### src/rtl/rf_pkg.sv
// Shared types and constants for the register-file loader.
package rf_pkg;

    typedef enum logic [1:0] {
        IDLE  = 2'd0,
        RUN   = 2'd1,
        DRAIN = 2'd2,
        DONE  = 2'd3
    } rf_state_e;

    localparam int RF_NWR   = 14;
    localparam int RF_PTR_W = 4;
    localparam int RF_DW    = 8;

endpackage

### src/rtl/rf_loader_if.sv
// Control, memory-read and register-file-write signals of the loader.
interface rf_loader_if
    import rf_pkg::*;
#(
    parameter int DW = RF_DW,
    parameter int AW = 8
);
    logic                start;
    logic [AW-1:0]       base_addr;
    logic [RF_PTR_W-1:0] count;
    logic                mem_rd;
    logic [AW-1:0]       mem_addr;
    logic [DW-1:0]       mem_data;
    logic                rf_we;
    logic [RF_PTR_W-1:0] rf_ptr_w;
    logic [DW-1:0]       rf_di;
    logic                busy;
    logic                done;

    modport master (
        input  start, base_addr, count, mem_data,
        output mem_rd, mem_addr, rf_we, rf_ptr_w, rf_di, busy, done
    );

    modport slave (
        output start, base_addr, count, mem_data,
        input  mem_rd, mem_addr, rf_we, rf_ptr_w, rf_di, busy, done
    );
endinterface

### src/rtl/rf_loader.sv
// Copies up to NWR consecutive memory words into registers 0..n-1;
// one read per cycle, each write trailing its read by one cycle.
module rf_loader
    import rf_pkg::*;
#(
    parameter int DW  = RF_DW,
    parameter int AW  = 8,
    parameter int NWR = RF_NWR
) (
    input  logic         clk,
    input  logic         reset,
    rf_loader_if.master  bus
);
    localparam logic [RF_PTR_W-1:0] N_MAX = RF_PTR_W'(NWR);

    rf_state_e           state;
    logic [RF_PTR_W-1:0] ri;
    logic [RF_PTR_W-1:0] n;
    logic [RF_PTR_W-1:0] wr_ptr;
    logic [AW-1:0]       base;
    logic                wr_stage;
    logic [DW-1:0]       wr_data;

    always_ff @(posedge clk or posedge reset) begin
        if (reset) begin
            state    <= IDLE;
            ri       <= '0;
            n        <= '0;
            base     <= '0;
            wr_stage <= 1'b0;
            wr_ptr   <= '0;
        end else begin
            // Write stage mirrors the previous RUN cycle and its read index.
            wr_stage <= (state == RUN);
            wr_ptr   <= ri;
            case (state)
                IDLE: begin
                    if (bus.start) begin
                        if (bus.count != '0) begin
                            base  <= bus.base_addr;
                            n     <= (bus.count > N_MAX) ? N_MAX : bus.count;
                            ri    <= '0;
                            state <= RUN;
                        end else begin
                            state <= DONE;
                        end
                    end
                end
                RUN: begin
                    ri <= ri + 1'b1;
                    if (ri == n - 1'b1)
                        state <= DRAIN;
                end
                DRAIN:   state <= DONE;
                DONE:    state <= IDLE;
                default: state <= IDLE;
            endcase
        end
    end

    always_comb begin
        wr_data      = bus.mem_data;
        bus.mem_rd   = (state == RUN);
        bus.mem_addr = '0;
        if (state == RUN)
            bus.mem_addr = base + AW'(ri);
        bus.rf_we    = wr_stage;
        bus.rf_ptr_w = wr_stage ? wr_ptr : '0;
        bus.rf_di    = wr_stage ? wr_data : '0;
        bus.busy     = (state == RUN) || (state == DRAIN);
        bus.done     = (state == DONE);
    end

endmodule
### src/flat_wrapper.sv
// flat-port wrapper written by rule: the top's interface ports become plain ports
module rf_loader_flat import rf_pkg::*;
#(
    parameter int DW  = RF_DW,
    parameter int AW  = 8,
    parameter int NWR = RF_NWR
)
  (clk, reset, bus_start, bus_base_addr, bus_count, bus_mem_data, bus_mem_rd, bus_mem_addr, bus_rf_we, bus_rf_ptr_w, bus_rf_di, bus_busy, bus_done);
  rf_loader_if #(.DW(DW), .AW(AW)) bus_i ();
  input  logic clk;
  input  logic reset;
  input wire logic [$bits(bus_i.start)-1:0] bus_start;
  input wire logic [$bits(bus_i.base_addr)-1:0] bus_base_addr;
  input wire logic [$bits(bus_i.count)-1:0] bus_count;
  input wire logic [$bits(bus_i.mem_data)-1:0] bus_mem_data;
  output wire logic [$bits(bus_i.mem_rd)-1:0] bus_mem_rd;
  output wire logic [$bits(bus_i.mem_addr)-1:0] bus_mem_addr;
  output wire logic [$bits(bus_i.rf_we)-1:0] bus_rf_we;
  output wire logic [$bits(bus_i.rf_ptr_w)-1:0] bus_rf_ptr_w;
  output wire logic [$bits(bus_i.rf_di)-1:0] bus_rf_di;
  output wire logic [$bits(bus_i.busy)-1:0] bus_busy;
  output wire logic [$bits(bus_i.done)-1:0] bus_done;
  assign bus_i.start = bus_start;
  assign bus_i.base_addr = bus_base_addr;
  assign bus_i.count = bus_count;
  assign bus_i.mem_data = bus_mem_data;
  assign bus_mem_rd = bus_i.mem_rd;
  assign bus_mem_addr = bus_i.mem_addr;
  assign bus_rf_we = bus_i.rf_we;
  assign bus_rf_ptr_w = bus_i.rf_ptr_w;
  assign bus_rf_di = bus_i.rf_di;
  assign bus_busy = bus_i.busy;
  assign bus_done = bus_i.done;
  rf_loader #(.DW(DW), .AW(AW), .NWR(NWR)) u_core (.clk(clk), .reset(reset), .bus(bus_i));
endmodule
### config.mk
export PLATFORM = sky130hd
export DESIGN_NAME = rf_loader_flat
export DESIGN_NICKNAME = d
export VERILOG_FILES = /design/src/rtl/rf_pkg.sv /design/src/rtl/rf_loader_if.sv /design/src/rtl/rf_loader.sv /design/src/flat_wrapper.sv
export SDC_FILE = /design/constraint.sdc
export NUM_CORES = 1
export LEC_CHECK = 0
export ABC_AREA = 1
export ABC_CLOCK_PERIOD_IN_PS = 2850
export CORE_ASPECT_RATIO = 1.2
export CORE_UTILIZATION = 50
export DETAILED_ROUTE_END_ITERATION = 7
export PLACE_DENSITY = 0.85
export SLEW_MARGIN = 30
export SYNTH_ARGS = -nofsm -noshare
export SYNTH_HDL_FRONTEND = slang
export SYNTH_SLANG_ARGS = --single-unit
export TNS_END_PERCENT = 100
### constraint.sdc
create_clock -name clk -period 2.85 [get_ports clk]
set_input_delay 0.285 -clock clk [delete_from_list [all_inputs] [get_ports clk]]
set_output_delay 0.285 -clock clk [all_outputs]
set_load 0.01 [all_outputs]
==> results.cfg <==
; synthesis and place-and-route metrics
[layout]
sh_seq_area_pct = 29.17
final_common_cell = nand2_1
buffer_area_share_pct = 23.46
comb_share_pct = 36.97
num-nonclk-buffers = 46
clkCellAreaFrac_pct = 1.395

[logic_synthesis]
synth-seq-cells = 23
yosysWarningCount = 0
synth.distinct_cells = 26
ys_seq_share_pct = 38.92
yosys.area.top_type_share_pct = 38.92

[floorplanning]
io-pin-count = 47
die_h_um = 61.58

[timing]
fmax_ghz = 0.3812
worst_hold_slack_ns = 0.3074
fin_skew_ns = 0.007340
period_used_pct = 92.04
grt_setup_unrepaired = false
tightest_slew_ns = 0.7930

[drt]
drt_iter0_drc = 41

[power]
power_clock_uw = 149
p_switching_uw = 762.7

[global_route]
grt_pass1_wl_um = 4740

[min_path]
hold_class = in2async

[run_status]
status = completed

[critical_path]
path_cells = ha_1, fa_1, nand3_1, nand3_1, o21ai_0, a21oi_1, clkdlybuf4s50_1
crit_required_ns = 2.57
==> critical path: cells and delay by family (launching register included) <==
family / cells / cell delay (ns)
buf+inv: 1 / 0.48
flops: 1 / 0.44
simple gates: 2 / 0.22
fa+ha+maj: 2 / 0.63
compound gates: 2 / 0.25
==> what timing repair did <==
item,4_1_cts,5_1_grt
buffers inserted,0,0
setup endpoints to repair,0,1
resized,0,1
==> per-layer routing <==
layer  vias to the layer above  global-route usage, %  share of wire (%)  routed length [um]
met3                         5                 0.9877                3.2                  92
met1                       624                  24.84                 44                1256
met2                        37                  36.18                 50                1435
li1                        725                      -                  -                   -
met5                         -                      0                  0                   0
met4                         0                  9.266                2.1                  59
==> worst max path at each step <==
stage	cells past startpoint	to
4_1_cts	8	bus_mem_addr[6]
5_1_grt	9	bus_mem_addr[5]
2_1_floorplan	7	bus_mem_addr[6]
3_5_place_dp	8	bus_mem_addr[6]
3_3_place_gp	8	bus_mem_addr[6]
6_report	7	bus_mem_addr[4]
==> registers in the layout, summed over array words and instances (netlist names) <==
signal / count
u_core.ri: 4
u_core.state: 2
u_core.base: 8
u_core.n: 4
u_core.wr_ptr: 4
u_core.bus.rf_we: 1
==> per-stage QoR <==
stage | instances | setup WS, ns
after detailed placement | 281 | 0.4663
after floorplan | 206 | 0.9883
after global placement | 281 | 0.5045
after global routing | 285 | 0.09067
after CTS | 285 | 0.08601
final | 285 | 0.2268
==> Yosys cell counts, types with 2 or more instances <==
cell	count
buf_6	2
nand2_2	2
nand3_2	2
o21ai_0	4
o21ai_1	9
inv_2	5
nor3_1	3
nand3_1	13
nor2_1	10
nand2_1	72
a21oi_1	8
ha_1	10
dfrtp_1	23
inv_1	31
Figure 1. Gate-type map.
Scale: 6 px per um.
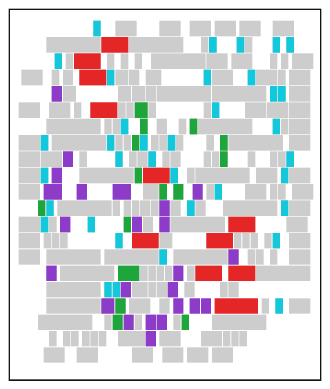
color	family	cells	most used
green	NOR gates	15	nor2_1
red	adder and majority cells	11	ha_1
purple	inverting AOI/OAI gates	24	o21ai_1
cyan	inverters	36	inv_1

Figure 2. Placement view.
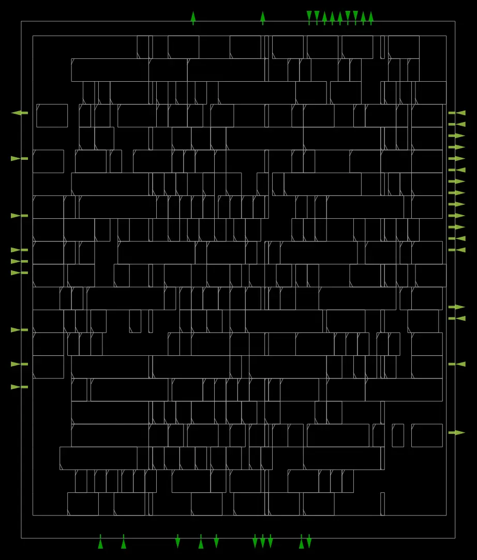
final core utilization: 70.18%
flop count: 23
fillers: 238
Core Area: 2811 um2

Figure 3. Signal wires by layer.
Scale: 6 px per um. Two of the layers only.
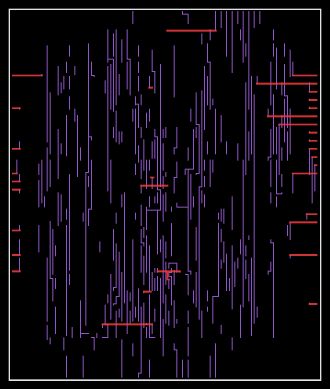
color	layer	wire length
purple	met2	1440 um
red	met3	92.4 um

